**src/rtl/l1tol2_req_tx_pkg.sv**
```systemverilog
// Shared L1-to-L2 request types and helpers.
// Types are owned here and imported by the request queue and its storage.
package l1tol2_req_tx_pkg;

  typedef logic [3:0]  L1_reqid_type;
  typedef logic [11:0] SC_pcsign_type;
  typedef logic [48:0] SC_laddr_type;
  typedef logic [37:0] SC_sptbr_type;

  typedef enum logic [2:0] {
    SC_CMD_NOP   = 3'd0,
    SC_CMD_LD    = 3'd1,
    SC_CMD_ST    = 3'd2,
    SC_CMD_PREF  = 3'd3,
    SC_CMD_FLUSH = 3'd4
  } SC_cmd_type;

  // One queued request, packed so storage can treat it as a plain word.
  typedef struct packed {
    L1_reqid_type  dcid;
    SC_cmd_type    cmd;
    SC_pcsign_type pcsign;
    SC_laddr_type  laddr;
    SC_sptbr_type  sptbr;
  } l1tol2_req_t;

  localparam int unsigned RETRY_CNT_W = 16;

  // Saturating increment for the retry statistics counter.
  function automatic logic [RETRY_CNT_W-1:0] sat_inc_retry(input logic [RETRY_CNT_W-1:0] v);
    return (v == {RETRY_CNT_W{1'b1}}) ? v : v + 1'b1;
  endfunction

endpackage

```
**src/rtl/l1tol2_req_tx_fifo_mem.sv**
```systemverilog
// Request storage: DEPTH-entry register array, one write port and one
// asynchronous read port. Payload is never reset; validity is tracked by
// the pointer/count logic in the parent.
module l1tol2_req_fifo_mem
  import l1tol2_req_tx_pkg::*;
#(
  parameter int unsigned DEPTH = 4,
  parameter int unsigned PTR_W = 2
) (
  input  logic             clk,
  input  logic             we,
  input  logic [PTR_W-1:0] waddr,
  input  l1tol2_req_t      wdata,
  input  logic [PTR_W-1:0] raddr,
  output l1tol2_req_t      rdata
);

  l1tol2_req_t mem [DEPTH];

  // Capture the incoming request at the tail slot.
  always_ff @(posedge clk) begin
    if (we) begin
      mem[waddr] <= wdata;
    end
  end

  assign rdata = mem[raddr];

endmodule

```
**src/rtl/l1tol2_req_tx.sv**
```systemverilog
// L1-to-L2 request transmit queue.
// Buffers L1 miss requests and offers them in order to the L2 pipe with a
// valid/retry handshake. Full and valid are derived from registered state
// only, so there is no empty bypass and no same-cycle slot reuse.
// Optional feature: define L1TOL2_REQ_RETRY_STATS_EN to add retry_cycles,
// a saturating count of cycles the head was offered and refused.
module l1tol2_req_tx
  import l1tol2_req_tx_pkg::*;
#(
  parameter int unsigned DEPTH = 4
) (
  input  logic          clk,
  input  logic          reset,
  input  logic          enq_valid,
  output logic          enq_retry,
  input  L1_reqid_type  enq_dcid,
  input  SC_cmd_type    enq_cmd,
  input  SC_pcsign_type enq_pcsign,
  input  SC_laddr_type  enq_laddr,
  input  SC_sptbr_type  enq_sptbr,
  output logic          l1tol2_req_valid,
  input  logic          l1tol2_req_retry,
  output L1_reqid_type  l1tol2_req_dcid,
  output SC_cmd_type    l1tol2_req_cmd,
  output SC_pcsign_type l1tol2_req_pcsign,
  output SC_laddr_type  l1tol2_req_laddr,
  output SC_sptbr_type  l1tol2_req_sptbr,
  output logic          busy
`ifdef L1TOL2_REQ_RETRY_STATS_EN
  ,
  output logic [RETRY_CNT_W-1:0] retry_cycles
`endif
);

  localparam int unsigned PTR_W = (DEPTH > 1) ? $clog2(DEPTH) : 1;
  localparam int unsigned CNT_W = PTR_W + 1;
  localparam logic [CNT_W-1:0] FULL_CNT = CNT_W'(DEPTH);

  logic [PTR_W-1:0] head_ptr;
  logic [PTR_W-1:0] tail_ptr;
  logic [CNT_W-1:0] count;
  logic             enq_fire;
  logic             deq_fire;
  l1tol2_req_t      wr_req;
  l1tol2_req_t      rd_req;

  assign enq_retry        = (count == FULL_CNT);
  assign l1tol2_req_valid = (count != '0);
  assign busy             = l1tol2_req_valid;
  assign enq_fire         = enq_valid && !enq_retry;
  assign deq_fire         = l1tol2_req_valid && !l1tol2_req_retry;

  assign wr_req = '{dcid:   enq_dcid,
                    cmd:    enq_cmd,
                    pcsign: enq_pcsign,
                    laddr:  enq_laddr,
                    sptbr:  enq_sptbr};

  l1tol2_req_fifo_mem #(
    .DEPTH (DEPTH),
    .PTR_W (PTR_W)
  ) u_mem (
    .clk   (clk),
    .we    (enq_fire),
    .waddr (tail_ptr),
    .wdata (wr_req),
    .raddr (head_ptr),
    .rdata (rd_req)
  );

  // Head fields come straight from storage; stable while retried since head_ptr holds.
  assign l1tol2_req_dcid   = rd_req.dcid;
  assign l1tol2_req_cmd    = rd_req.cmd;
  assign l1tol2_req_pcsign = rd_req.pcsign;
  assign l1tol2_req_laddr  = rd_req.laddr;
  assign l1tol2_req_sptbr  = rd_req.sptbr;

  // Pointer and occupancy tracking; reset empties the queue immediately.
  always_ff @(posedge clk or posedge reset) begin
    if (reset) begin
      head_ptr <= '0;
      tail_ptr <= '0;
      count    <= '0;
    end else begin
      if (enq_fire) begin
        tail_ptr <= tail_ptr + 1'b1;
      end
      if (deq_fire) begin
        head_ptr <= head_ptr + 1'b1;
      end
      case ({enq_fire, deq_fire})
        2'b10:   count <= count + 1'b1;
        2'b01:   count <= count - 1'b1;
        default: count <= count;
      endcase
    end
  end

`ifdef L1TOL2_REQ_RETRY_STATS_EN
  // Count cycles where the head is offered but refused, saturating at all-ones.
  always_ff @(posedge clk or posedge reset) begin
    if (reset) begin
      retry_cycles <= '0;
    end else if (l1tol2_req_valid && l1tol2_req_retry) begin
      retry_cycles <= sat_inc_retry(retry_cycles);
    end
  end
`endif

endmodule

```
**config.mk**
```make
export PLATFORM = sky130hd
export DESIGN_NAME = l1tol2_req_tx
export DESIGN_NICKNAME = d
export VERILOG_FILES = /design/src/rtl/l1tol2_req_tx_pkg.sv /design/src/rtl/l1tol2_req_tx_fifo_mem.sv /design/src/rtl/l1tol2_req_tx.sv
export SDC_FILE = /design/constraint.sdc
export NUM_CORES = 1
export LEC_CHECK = 0
export CAP_MARGIN = 5
export CORE_ASPECT_RATIO = 1.4
export CORE_MARGIN = 10
export CORE_UTILIZATION = 50
export DETAILED_ROUTE_END_ITERATION = 16
export HOLD_SLACK_MARGIN = 0.08
export PLACE_DENSITY = 0.83
export SKIP_CTS_REPAIR_TIMING = 1
export SLEW_MARGIN = 10
export SYNTH_ARGS = -nofsm -noshare
export SYNTH_HDL_FRONTEND = slang
export SYNTH_SLANG_ARGS = --single-unit
```
**constraint.sdc**
```tcl
create_clock -name clk -period 5.2 [get_ports clk]
set_input_delay 1.04 -clock clk [delete_from_list [all_inputs] [get_ports clk]]
set_output_delay 1.04 -clock clk [all_outputs]
set_load 0.02 [all_outputs]
```
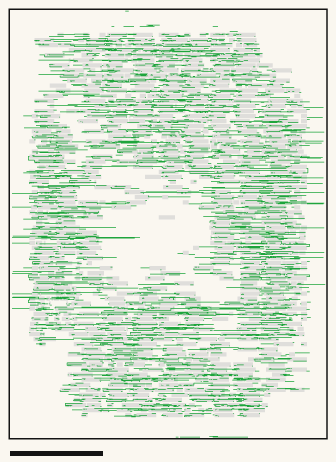
layer_met1.png
Bar = 50 µm. Cells faint in the background.
longest straight run = 61.4 µm
nets with wire on the layer = 891
main direction = horizontal
wire length on this layer = 11700 µm
share of all routed wire = 36%

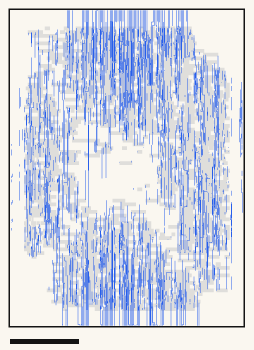
layer_met2.png
Bar = 50 µm. Cells faint in the background.
main direction = vertical
longest straight run = 92.2 µm
nets with wire on the layer = 901
wire length on this layer = 17400 µm

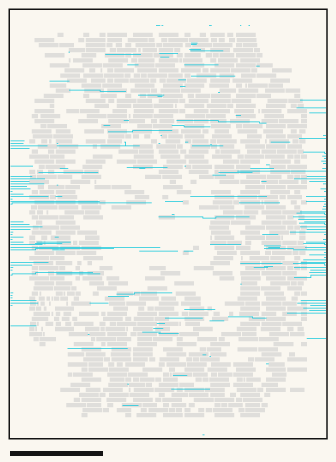
layer_met3.png
Bar = 50 µm. Cells faint in the background.
longest straight run = 80.0 µm
nets with wire on the layer = 141
wire length on this layer = 2180 µm
share of all routed wire = 6.8%
main direction = horizontal

==> flow_metrics.tcl <==
# yosys + openroad results
set metrics [dict create \
    grt_util_met1_pct 19.5 \
    grt_overflow 0 \
    fp_util_pct 50.8 \
    irDropWorstVdd_mv 0.433 \
    dp_slack_ps 1590 \
    place.port_buffers 218 \
    cts_sinks 431 \
    worstMarginPinSlew_ps 705 \
    ys_types 20 \
    hpwl_um 20600 \
    maxCapViolations 0 \
    top_cells_by_area "edfxtp_1 (81%), mux4_2 (15%), dfrtp_1 (1.1%), buf_2 (0.41%), ha_1 (0.40%)" \
    gr-usage-all-layers_pct 16.6 \
    drt-total-wl_um 32200 \
    cts_tree "yes" \
    area_growth_pct 25.0 \
    avgSynthCellArea_um2 26.4 \
    pwr-share-seq_pct 41.9 \
    crit_path_start_kind "flop" \
    status "completed" \
    grt_pass1_vias 7630 \
    cts-root-buf "clkbuf_16" \
    holdWs_ps 487 \
    top_cells_by_count "edfxtp_1 (424), mux4_2 (106), buf_2 (13), inv_1 (8), dfrtp_1 (7)" \
    relSlewSlack_pct 53.0 \
    syn_area_um2 15700 \
    fp.dieH_um 230 \
    vias_per_cell 5.50 \
    warnings 29 \
    synthCells 594 \
    synthArstFlopShare_pct 1.62 \
    wl_per_cell_um 25.4 \
    ctsHtreeMaxLevel 2 \
    end_kind "output port" \
    most_common_cell "edfxtp_1" \
    setup_viol 0 \
    hold_viol 0 \
    pin_count 219 \
    internal-power_uw 8130 \
    top_usage_layer "met2" \
    synth_stat.cells 594 \
    timing.fmax_mhz 249 \
    cellPowerDensity_nw_per_um2 595 \
    die_area_um2 39000 \
    min_period_ps 4020 \
    drive_above_1_share_pct 20.6 \
    final.setup.tns_ps 0 \
    swShare_pct 30.4 \
    clk_path_buf_depth 3 \
    path_max_fanout 29 \
    p_switching_uw 3560 \
    die.size.x_um 170 \
    fin_nets 963 \
    worst_slack_ps 1180 \
    synth_nets 710 \
    grtUsageMet2_pct 28.7 \
    power_uw 11700 \
    fin_crit_sh_pct 77.4 \
    fin_skew_ps 15.2 \
    rows 76 \
    top_cell_area_share_pct 81.1 \
    cts_buffers 40 \
    hold_class "flop to flop" \
    synth-edff-count 424 \
    cp.arrival_ps 2980 \
    fin_util_pct 63.5 \
    drcViolationCount 0 \
    p_comb_share_pct 34.9 \
    drtAntennaViolNets 0 \
    fill_cells 1977 \
    yosys_warnings 0 \
    core_um2 30900 \
    clk_pin_slew_ps 60 \
    firstDrtPassIters 5 \
    antenna_found_initial 8 \
    critPathKind "flop to output port" \
    grt_pass1_wl_um 48500 \
    required_ps 4160 \
    clkLatencyLatePin_ps 530 \
    use_met3_pct 4.08 \
    ys_seq_share_pct 82.2 \
    p_leak_uw 0.00631 \
    clock_power_share_pct 23.1 \
    yosysChipArea_um2 15700 \
    ys.flops 431 \
]
## per-layer routing
metal	vias up	wire length, µm
li1	3072	-
met1	3604	11700
met2	236	17400
met3	64	2180
met4	6	892
met5	-	34
## flip-flops by register name, summed over array words and instances (netlist names)
register / flops
count: 3
u_mem.mem: 424
head_ptr: 2
tail_ptr: 2
## power by group through the flow
stage	registers (µW)	logic [µW]	clock network, µW
after global routing	4970	4300	2890
after CTS	4920	4190	2760
after detailed placement	4980	4170	0
final	4900	4080	2700
after global placement	4920	4130	0
after floorplan	4820	2500	0
## through the flow
| step | cells | cell area (µm²) |
|---|---|---|
| floorplan | 594 | 15700 |
| global placement | 1195 | 18400 |
| detailed placement | 1195 | 18400 |
| CTS | 1264 | 19600 |
| global route | 1269 | 19600 |
| finish | 1269 | 19600 |
## worst paths after layout
| path | to | start | slack [ps] | cells after the start |
|---|---|---|---|---|
| hold / removal | count[2] | count[2] | 490 | 1 |
| hold reg to reg | count[2] | count[2] | 490 | 1 |
| setup / recovery | l1tol2_req_dcid[1] | head_ptr[0] | 1180 | 3 |
| max in group asynchronous | head_ptr[0] | reset | 4200 | 2 |
| setup reg to reg | u_mem.mem[0][67] | count[2] | 2690 | 4 |
| min in group asynchronous | head_ptr[1] | reset | 750 | 2 |
## critical path, cell delays in order (launching register included)
cell             delay [ps]
dfrtp_4                 850
buf_4                   470
mux4_2                  550
clkdlybuf4s50_1         590
## cells in the final DEF (no fill, tap or decap)
master	n
mux2_2	1
mux2i_1	1
inv_1	8
buf_12	4
nor3_1	1
dfrtp_1	5
dfrtp_4	2
xnor2_1	2
nor2_1	2
clkinvlp_4	3
nor3b_1	2
clkbuf_1	13
fa_1	1
and2_4	4
bufinv_16	2
clkbuf_16	41
clkinv_2	3
diode_2	5
buf_4	14
mux4_2	106
clkinv_1	7
xor2_1	4
clkdlybuf4s50_1	218
edfxtp_1	424
ha_1	5
nor2b_1	1
## cell type report
type / count / area, µm² / share of cell area, %
Timing Repair Buffer: 236 / 2370 / 12.1
Sequential cell: 431 / 12900 / 65.8
Antenna cell: 5 / 12.5 / 0.0638
Clock buffer: 54 / 1070 / 5.48
Tap cell: 390 / 488 / 2.49
Clock inverter: 15 / 124 / 0.631
Multi-Input combinational cell: 130 / 2610 / 13.3
Inverter: 8 / 30.0 / 0.153
## cell families (layout without fill, tap and decap cells)
| group | after synthesis | after routing | share of synthesized area (%) |
|---|---|---|---|
| muxes | 108 | 108 | 15.3 |
| DFF | 431 | 431 | 82.2 |
| other | 0 | 5 | 0 |
| and+or+nand+nor | 10 | 10 | 0.375 |
| xor gates and xnor gates | 6 | 6 | 0.335 |
| adders and majority gates | 6 | 6 | 0.526 |
| buffers and inverters | 33 | 313 | 1.19 |
Power and IR drop assume default switching activity.
